**src/rtl/prescaler0_ctrl_pkg.sv**
```systemverilog
// Shared constants and GTCCR types for the prescaler0 controller.
// Holds the I/O address, GTCCR bit map and counter width.
package prescaler0_ctrl_pkg;

  localparam int         P_CNT_WIDTH = 10;
  localparam logic [5:0] P_GTCCR_ADR = 6'h23;

  localparam int TSM_BIT     = 7;
  localparam int PSRASY_BIT  = 1;
  localparam int PSRSYNC_BIT = 0;

  typedef struct packed {
    logic tsm;
    logic psrasy;
    logic psrsync;
  } gtccr_t;

  function automatic logic [7:0] gtccr_rd(
    input gtccr_t r
  );
    logic [7:0] v;
    v              = 8'h00;
    v[TSM_BIT]     = r.tsm;
    v[PSRASY_BIT]  = r.psrasy;
    v[PSRSYNC_BIT] = r.psrsync;
    return v;
  endfunction

endpackage

```
**src/rtl/prescaler_counter.sv**
```systemverilog
// Shared prescaler counter with /8 /64 /256 /1024 enable decode.
// Ports: clk, rst_n, clr_i, en_i in; clk8en_o..clk1024en_o out.
module prescaler_counter
  import prescaler0_ctrl_pkg::*;
(
  input  logic clk,
  input  logic rst_n,
  input  logic clr_i,
  input  logic en_i,
  output logic clk8en_o,
  output logic clk64en_o,
  output logic clk256en_o,
  output logic clk1024en_o
);

  logic [P_CNT_WIDTH-1:0] cnt_q;
  logic [P_CNT_WIDTH-1:0] cnt_d;
  logic                   run;

  assign run = en_i & ~clr_i;

  always_comb begin
    cnt_d = cnt_q;
    unique case (1'b1)
      clr_i: cnt_d = '0;
      run:   cnt_d = cnt_q + P_CNT_WIDTH'(1);
      default: cnt_d = cnt_q;
    endcase
  end

  always_ff @(posedge clk or negedge rst_n) begin
    if (!rst_n) begin
      cnt_q <= '0;
    end else begin
      cnt_q <= cnt_d;
    end
  end

  assign clk8en_o    = run & (&cnt_q[2:0]);
  assign clk64en_o   = run & (&cnt_q[5:0]);
  assign clk256en_o  = run & (&cnt_q[7:0]);
  assign clk1024en_o = run & (&cnt_q[9:0]);

endmodule

```
**src/rtl/prescaler0_ctrl.sv**
```systemverilog
// Prescaler0 controller: GTCCR register, reset/halt sequencing.
// Ports: I/O bus (io_adr/iowe/iore/dbus), presc_en, clkNen, pulses.
module prescaler0_ctrl
  import prescaler0_ctrl_pkg::*;
(
  input  logic       clk,
  input  logic       nrst,
  input  logic [5:0] io_adr,
  input  logic       iowe,
  input  logic       iore,
  input  logic [7:0] dbus_in,
  output logic [7:0] dbus_out,
  output logic       out_en,
  input  logic       presc_en,
  output logic       clk8en,
  output logic       clk64en,
  output logic       clk256en,
  output logic       clk1024en,
  output logic       psr_hold,
  output logic       psrasy_pulse,
  output logic       tsm_release
);

  gtccr_t gt_q;
  gtccr_t gt_d;
  logic   asy_dly_q;
  logic   rel_q;
  logic   rel_d;
  logic   sel;
  logic   wr;
  logic   unused_dbus;

  assign unused_dbus = ^dbus_in[6:2];

  assign sel    = (io_adr == P_GTCCR_ADR);
  assign wr     = iowe & sel;
  assign out_en = iore & sel;

  // Reset bits survive only while the post-write TSM is 1;
  // with TSM 0 a freshly set bit lives exactly one cycle.
  always_comb begin
    gt_d  = gt_q;
    rel_d = 1'b0;
    if (wr) begin
      gt_d.tsm = dbus_in[TSM_BIT];
      rel_d    = gt_q.tsm & ~dbus_in[TSM_BIT];
    end
    gt_d.psrsync = (wr & dbus_in[PSRSYNC_BIT])
                 | (gt_d.tsm & gt_q.psrsync);
    gt_d.psrasy  = (wr & dbus_in[PSRASY_BIT])
                 | (gt_d.tsm & gt_q.psrasy);
  end

  always_ff @(posedge clk or negedge nrst) begin
    if (!nrst) begin
      gt_q      <= '0;
      asy_dly_q <= 1'b0;
      rel_q     <= 1'b0;
    end else begin
      gt_q      <= gt_d;
      asy_dly_q <= gt_q.psrasy;
      rel_q     <= rel_d;
    end
  end

  assign psr_hold     = gt_q.psrsync;
  assign psrasy_pulse = gt_q.psrasy & ~asy_dly_q;
  assign tsm_release  = rel_q;
  assign dbus_out     = out_en ? gtccr_rd(gt_q) : 8'h00;

  prescaler_counter u_cnt (
    .clk         (clk),
    .rst_n       (nrst),
    .clr_i       (gt_q.psrsync),
    .en_i        (presc_en),
    .clk8en_o    (clk8en),
    .clk64en_o   (clk64en),
    .clk256en_o  (clk256en),
    .clk1024en_o (clk1024en)
  );

endmodule
```
**config.mk**
```make
export PLATFORM = sky130hd
export DESIGN_NAME = prescaler0_ctrl
export DESIGN_NICKNAME = d
export VERILOG_FILES = /design/src/rtl/prescaler0_ctrl_pkg.sv /design/src/rtl/prescaler_counter.sv /design/src/rtl/prescaler0_ctrl.sv
export SDC_FILE = /design/constraint.sdc
export NUM_CORES = 1
export LEC_CHECK = 0
export ABC_AREA = 0
export CAP_MARGIN = 20
export CORE_ASPECT_RATIO = 0.9
export CORE_MARGIN = 4
export CORE_UTILIZATION = 45
export CTS_CLUSTER_DIAMETER = 50
export DETAILED_ROUTE_END_ITERATION = 16
export GPL_TIMING_DRIVEN = 0
export HOLD_SLACK_MARGIN = 0.02
export PLACE_DENSITY = 0.94
export SYNTH_ARGS = -nofsm -noshare
export SYNTH_HDL_FRONTEND = slang
export SYNTH_SLANG_ARGS = --single-unit
```
**constraint.sdc**
```tcl
create_clock -name clk -period 2.3 [get_ports clk]
set_input_delay 0.23 -clock clk [delete_from_list [all_inputs] [get_ports clk]]
set_output_delay 0.23 -clock clk [all_outputs]
set_load 0.01 [all_outputs]
```
==> summary.txt <==
Physical design

The leakage power of the design stands at 0.483 nW. After the last flow step, the layout net total stands at 137. The final max-slew violation count stands at 0. For the worst reg-to-reg path, the startpoint reported by OpenROAD is u_cnt.cnt_q[0]$_DFFE_PN0P_.

The instance count along the most critical hold path stands at 3. The last timing report of the flow puts the setup violation total at 0. The share of total power dissipated in the clock network is 0.197.

The number of maximum-capacitance violations stands at 0. The final cycle utilization of the critical path stands at 0.940. Using the TritonRoute via totals, the vias-per-cell ratio works out to 5.29.

The largest stage delay on the critical path stands at 0.54 ns. The report shows a maximum critical-path fanout of 6. The signal arrival time at the worst endpoint stands at 1.93 ns. The total congestion overflow stands at 0. The wire-length estimate of the detail-placed layout is 1410 um. The commonest cells after synthesis are dfrtp_1, buf_4. The shortest period the worst path allows stands at 2.16 ns. The synth_stat.txt file lists the number of cells as 84. Pin placement for this block handled 35 I/O pins.

Counting only logic cells after layout, the most numerous master is clkdlybuf4s50_1. Summing every instance area after synthesis gives 845 um2. For this run, global-route usage on met1 was measured as 0.181. The number of buffers inserted during clock tree synthesis stands at 3. After synthesis, the cell types taking the most area are dfrtp_1, buf_4, nand4_1, and3b_1, a21oi_1. The power report lists the combinational group at 0.000203 W.

The met2 wire length stands at 922 um. The die width stands at 53.7 um. OpenSTA lists the critical path startpoint as io_adr[2].

The areal power density over the cells stands at 659 nW/um2. Once iteration 0 of detailed routing completed, the report listed 13 DRC markers. The detailed router placed 736 vias in this run. Per the detail_route log, the uppermost layer with routed signals is met4. The timing report shows the most common cell along the critical path to be clkdlybuf4s50_1.

In this run, synthesis inferred 0 flip-flops with an integrated enable. The share of total power dissipated in sequential elements is 0.537. The worst setup path is captured at an output pin. Setup repair after global routing left no endpoint under its margin. The buffer depth of the longest clock path stands at 2. Broken down by cell family, the worst path's largest delay share belongs to buffers and inverters. Entering global routing, the biggest net connects 16 pins. The height of the die stands at 49.1 um.

Looking at the post-CTS report, the setup buffer insertion count equals 0. Looking at the gate-level netlist, the highest instance count belongs to dfrtp_1. The share of total power dissipated in combinational logic is 0.266.

The sequential fraction of the synthesis area stands at 0.444. Ranking logic cells in the layout by count gives the top entries clkdlybuf4s50_1, dfrtp_1, buf_4. For this run, the top clock speed supported by timing is 463 MHz. Across every metal layer, demand over resource in global routing totals 0.158. The worst pin sits at a relative slew slack of 0.563. The worst hold margin stands at 0.242 ns.

The number of flip-flops and latches in the synthesized netlist stands at 15. The global routing stage identified its most utilized layer as met2. In this run the clock root is driven by a clkbuf_4. The post-cts sizing count stands at 0. The run finished with clean final reports. In this run the worst hold path is classified as primary input to flip-flop. Per the OpenROAD floorplan log, the area of the core is 1720 um2. The report lists the number of standard-cell rows as 14. The timing report gives the worst reg2reg path a setup slack of 0.80 ns.
[state kept, by name, indices dropped and copies added, names as in the netlist]
register     count
tsm_release      1
psr_hold         1
gt_q             2
asy_dly_q        1
u_cnt.cnt_q     10
[layout make-up]
type / count / area [um2] / share of cell area
well taps: 24 / 30.0 / 0.0260
repair buffers: 23 / 230 / 0.199
plain buffers: 9 / 63.8 / 0.0553
multi-input cells: 63 / 423 / 0.366
inverters: 1 / 3.75 / 0.00325
clock buffers: 4 / 26.3 / 0.0228
flip-flops and latches: 15 / 378 / 0.327
[logic make-up after synthesis]
family	count (synthesis)	share of synthesized area
simple gates	38	0.287
flops	15	0.444
compound gates	12	0.0859
buf+inv	10	0.0800
xor+xnor	3	0.0311
mux	3	0.0370
fa+ha+maj	2	0.0296
other cells	1	0.00444
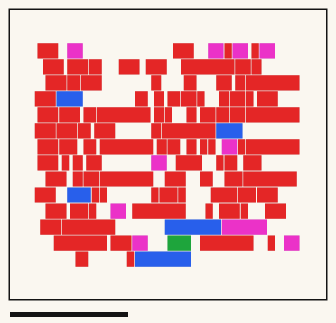
sizes.png
Bar = 20 um.
- _6 and larger: green (cells 1; most used buf_6)
- _2 cells: blue (cells 5; most used dfrtp_2)
- _3 and _4 cells: magenta (cells 10; most used buf_4)
- _0 and _1 cells: red (cells 99; most used clkdlybuf4s50_1)

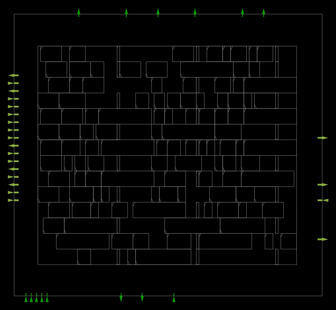
placement.png
number of fill cells in the layout: 152
post-layout util: 0.673
sequential cell count: 15
register share of the cell area: 0.327

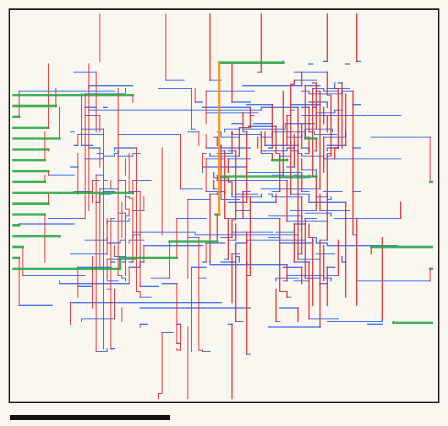
wires.png
Bar = 20 um.
- metal 2: red (wire length 922 um)
- metal 3: green (wire length 143 um)
- metal 4: orange (wire length 19.0 um)
- metal 1: blue (wire length 716 um)

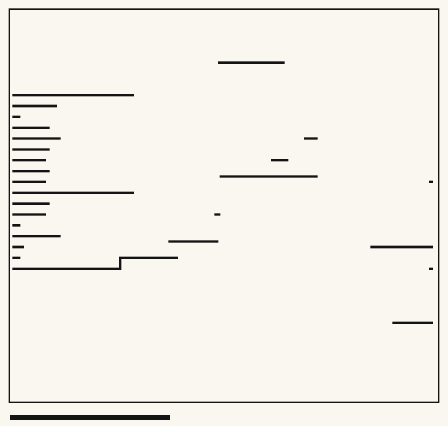
layer_met3.png
Bar = 20 um.
- nets with wire on the layer: 25
- main direction: horizontal

No activity file was given, so power comes from the tool's default toggle rates.
